<file path="config.mk">
export PLATFORM = sky130hd
export DESIGN_NAME = uart_tx_arbiter
export DESIGN_NICKNAME = d
export VERILOG_FILES = /design/src/rtl/uart_tx_arbiter.sv
export SDC_FILE = /design/constraint.sdc
export NUM_CORES = 1
export LEC_CHECK = 0
export ABC_AREA = 0
export CAP_MARGIN = 5
export CORE_MARGIN = 5
export CORE_UTILIZATION = 31
export DETAILED_ROUTE_END_ITERATION = 6
export PLACE_DENSITY_LB_ADDON = 0.2
export SYNTH_ARGS = -nofsm -noshare
export SYNTH_HDL_FRONTEND = slang
export SYNTH_SLANG_ARGS = --single-unit
</file>
<file path="constraint.sdc">
create_clock -name clk -period 2.8 [get_ports clk]
set_clock_uncertainty 0.1 [all_clocks]
set_input_delay 0.7 -clock clk [delete_from_list [all_inputs] [get_ports clk]]
set_output_delay 0.7 -clock clk [all_outputs]
set_load 0.02 [all_outputs]
</file>
<file path="src/rtl/uart_tx_arbiter.sv">
// uart_tx_arbiter: round-robin arbiter sharing one UART TX FIFO write port
// among NREQ byte requesters.
//
// Build option: define UART_ARB_PACKET_LOCK_EN to hold a grant until the
// requester's req_last byte is accepted. Without it, a grant ends when the
// holder drops valid or after MAXBURST bytes.
//
// state | meaning
// IDLE  | no grant held, choosing next requester from rrPtr upward
// XFER  | grantId owns the FIFO write port, bytes pass through combinationally
module uart_tx_arbiter #(
  parameter int NREQ     = 4,
  parameter int MAXBURST = 8,
  localparam int GW      = (NREQ > 1) ? $clog2(NREQ) : 1
) (
  input  logic              clk,
  input  logic              nReset,
  input  logic [NREQ-1:0]   req_valid,
  input  logic [NREQ*8-1:0] req_data,
  input  logic [NREQ-1:0]   req_last,
  output logic [NREQ-1:0]   req_ready,
  input  logic              abort,
  input  logic              fifo_full,
  output logic              fifo_wen,
  output logic [7:0]        fifo_wdata,
  output logic [GW-1:0]     grant_id,
  output logic              busy
);

  typedef enum logic {IDLE, XFER} state_t;

  state_t        stateQ, stateD;
  logic [GW-1:0] rrPtr, rrPtrD;
  logic [GW-1:0] grantId, grantIdD;
  logic [7:0]    beatCnt, beatCntD;

  logic          pickValid;
  logic [GW-1:0] pickIdx;
  logic          grantValid;
  logic [7:0]    grantData;
  logic          accept;
  logic [7:0]    beatInc;
  logic          releaseNow;
  logic [GW-1:0] grantIdInc;

  // Round-robin search: first valid requester at or above rrPtr, wrapping.
  always_comb begin
    int idx;
    pickValid = 1'b0;
    pickIdx   = '0;
    for (int i = 0; i < NREQ; i++) begin
      idx = int'(rrPtr) + i;
      if (idx >= NREQ) idx = idx - NREQ;
      if (!pickValid && req_valid[idx]) begin
        pickValid = 1'b1;
        pickIdx   = GW'(idx);
      end
    end
  end

  assign grantValid = req_valid[grantId];
  assign grantData  = req_data[int'(grantId)*8 +: 8];
  assign accept     = (stateQ == XFER) && grantValid && !fifo_full;
  assign beatInc    = beatCnt + 8'd1;
  assign grantIdInc = (int'(grantId) == NREQ-1) ? '0 : grantId + GW'(1);

`ifdef UART_ARB_PACKET_LOCK_EN
  logic grantLast;
  assign grantLast  = req_last[grantId];
  // Valid gaps keep the grant; only the end of packet or an abort frees it.
  assign releaseNow = abort || (accept && grantLast);
`else
  logic unusedLast;
  assign unusedLast = ^req_last;
  // Free the port when the holder goes quiet or has used its burst allowance.
  assign releaseNow = abort || !grantValid || (accept && (beatInc == 8'(MAXBURST)));
`endif

  // Only the grant holder sees ready, and only while the FIFO has room.
  always_comb begin
    req_ready = '0;
    if (stateQ == XFER) req_ready[grantId] = !fifo_full;
  end

  assign fifo_wen   = accept;
  assign fifo_wdata = accept ? grantData : 8'h00;
  assign grant_id   = grantId;
  assign busy       = (stateQ == XFER);

  // Next-state logic for the FSM and its grant bookkeeping.
  always_comb begin
    stateD   = stateQ;
    rrPtrD   = rrPtr;
    grantIdD = grantId;
    beatCntD = beatCnt;
    case (stateQ)
      IDLE: begin
        if (pickValid) begin
          grantIdD = pickIdx;
          beatCntD = 8'd0;
          stateD   = XFER;
        end
      end
      XFER: begin
        if (accept) beatCntD = beatInc;
        if (releaseNow) begin
          rrPtrD = grantIdInc;
          stateD = IDLE;
        end
      end
      default: stateD = IDLE;
    endcase
  end

  // State and grant registers; reset abandons any packet in flight.
  always_ff @(posedge clk or negedge nReset) begin
    if (!nReset) begin
      stateQ  <= IDLE;
      rrPtr   <= '0;
      grantId <= '0;
      beatCnt <= 8'd0;
    end else begin
      stateQ  <= stateD;
      rrPtr   <= rrPtrD;
      grantId <= grantIdD;
      beatCnt <= beatCntD;
    end
  end

endmodule

</file>
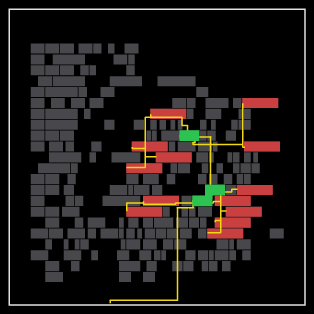
Fig. 1. Clock wires, drivers and flops.
Scale: 4 px per um.
[yellow] clock wires | length: 188 um
[red] flip-flops | count: 13
[green] cells driving clock nets | count: 3
routed clock nets: 4

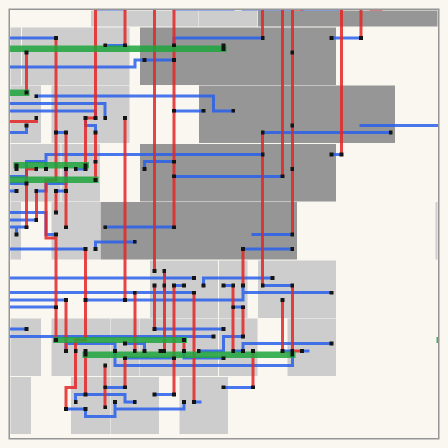
Fig. 2. A small window of the routed layout.
Window x 45 to 65, y 8 to 28 um. Cells in grey, sequential cells in the stronger grey; small squares are vias.
| colour | layer |
|---|---|
| red | met2 |
| green | met3 |
| blue | met1 |
sequential cells in the window: 4
netlist names of flops here include: `beatCnt` (2), `rrPtr` (2)
cells with their middle in the window: 22
most frequent: dfrtp_1 (4), nand2b_1 (2)

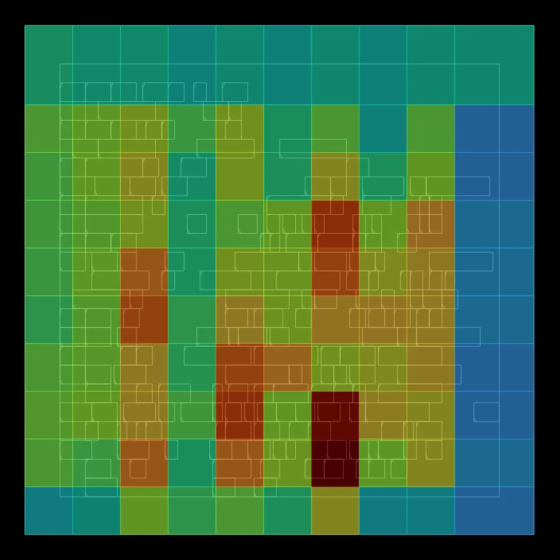
Fig. 3. Track usage over the die.
end-of-flow core utilization: 0.498
global-route usage over all layers: 0.145
M1 GR Usage: 0.171
met3 Use GR: 0.0616
Routed WL per cell: 14.8 um

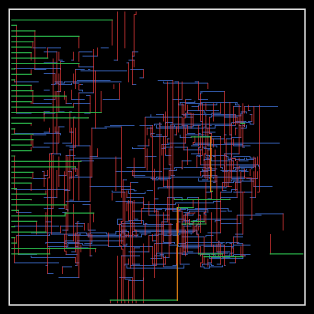
Fig. 4. Metal layers overlaid.
Scale: 4 px per um.
| colour | layer | wire length |
|---|---|---|
| blue | met1 | 1500 um |
| red | met2 | 1690 um |
| orange | met4 | 36.7 um |
| green | met3 | 427 um |
WL final: 3.65 mm
via count: 1312

==> impl_metrics.tcl <==
# collected from the flow reports
set metrics [dict create \
    p_leak_nw 0.903 \
    overflow 0 \
    hold_end "beatCnt[7]" \
    clk_share 0.0228 \
    core_area_um2 3970 \
    fin_cells 247 \
    routed_via_density 5.31 \
    tap_cells 50 \
    synth.distinct_cells 43 \
    seq_share 0.165 \
    cts_max_path_buffers 2 \
    dieArea_um2 5410 \
    holdPathStages 1 \
    synth-edff-count 0 \
    cts_root_buf "clkbuf_8" \
    avgSynthCellArea_um2 9.56 \
    cts-resized-gates 49 \
    comb_share 0.453 \
    synth_area_um2 1250 \
    synth.most_common_cell "and2_1" \
    path_cells "dlygate4sd2_1 -> mux2_4 -> a2bb2oi_4 -> buf_6 -> inv_2 -> and2_1 -> buf_2" \
    layout_top_cell "clkdlybuf4s50_1" \
    grt_start_max_net_pins 18 \
    power_leader "combinational logic" \
    wl_met2_mm 1.69 \
    peakVddDrop_mv 0.389 \
    dieHeight_um 73.6 \
    maxCapViolations 0 \
    crit_cells 7 \
    grt_pass1_vias 1335 \
    p_clk_frac 0.115 \
    pg_clk_mw 0.166 \
    drc 0 \
    synthAoiAreaFrac 0.213 \
    finalWorstSetupSlack_ns 0.0957 \
    syn_inst 131 \
    top_logic_kind "simple AND/OR/NAND/NOR gates" \
    dr.pass1.iters 4 \
    cp_data_required_time_ns 2.00 \
    min_path_type "flop to flop" \
    antenna_found_initial 0 \
    status "finished clean" \
    worstSetupStartpoint "req_valid[2]" \
    antenna_left 0 \
    ff_count 13 \
    ys_async_sr_fraction 1.00 \
    floorplan.nets 181 \
    timing.setup.tns_ns 0 \
    io_buffers 55 \
    antenna_cells 0 \
    slew_viol_final 0 \
    slew_headroom 0.617 \
    synthFlopType "dfrtp_1" \
    routed.top_layer "met4" \
    areaGrowthSynthToFinish_pct 57.8 \
    path_class "input port to primary output" \
    p_comb_mw 0.950 \
    postCtsSetupBuffers 2 \
    drive_above_1_share 0.228 \
    crit_family "buffers and inverters" \
    clk_pin_slew_ns 0.05 \
    yosys.stat.seqShare 0.260 \
    cpPeakStageDelay_ns 0.29 \
    rsz0062_at_grt "false" \
    worst-endpoint-arrival_ns 1.90 \
    synthTopCellsByArea "dfrtp_1 26%, mux4_2 14%, and2_1 7.0%" \
    hold_violations 0 \
]
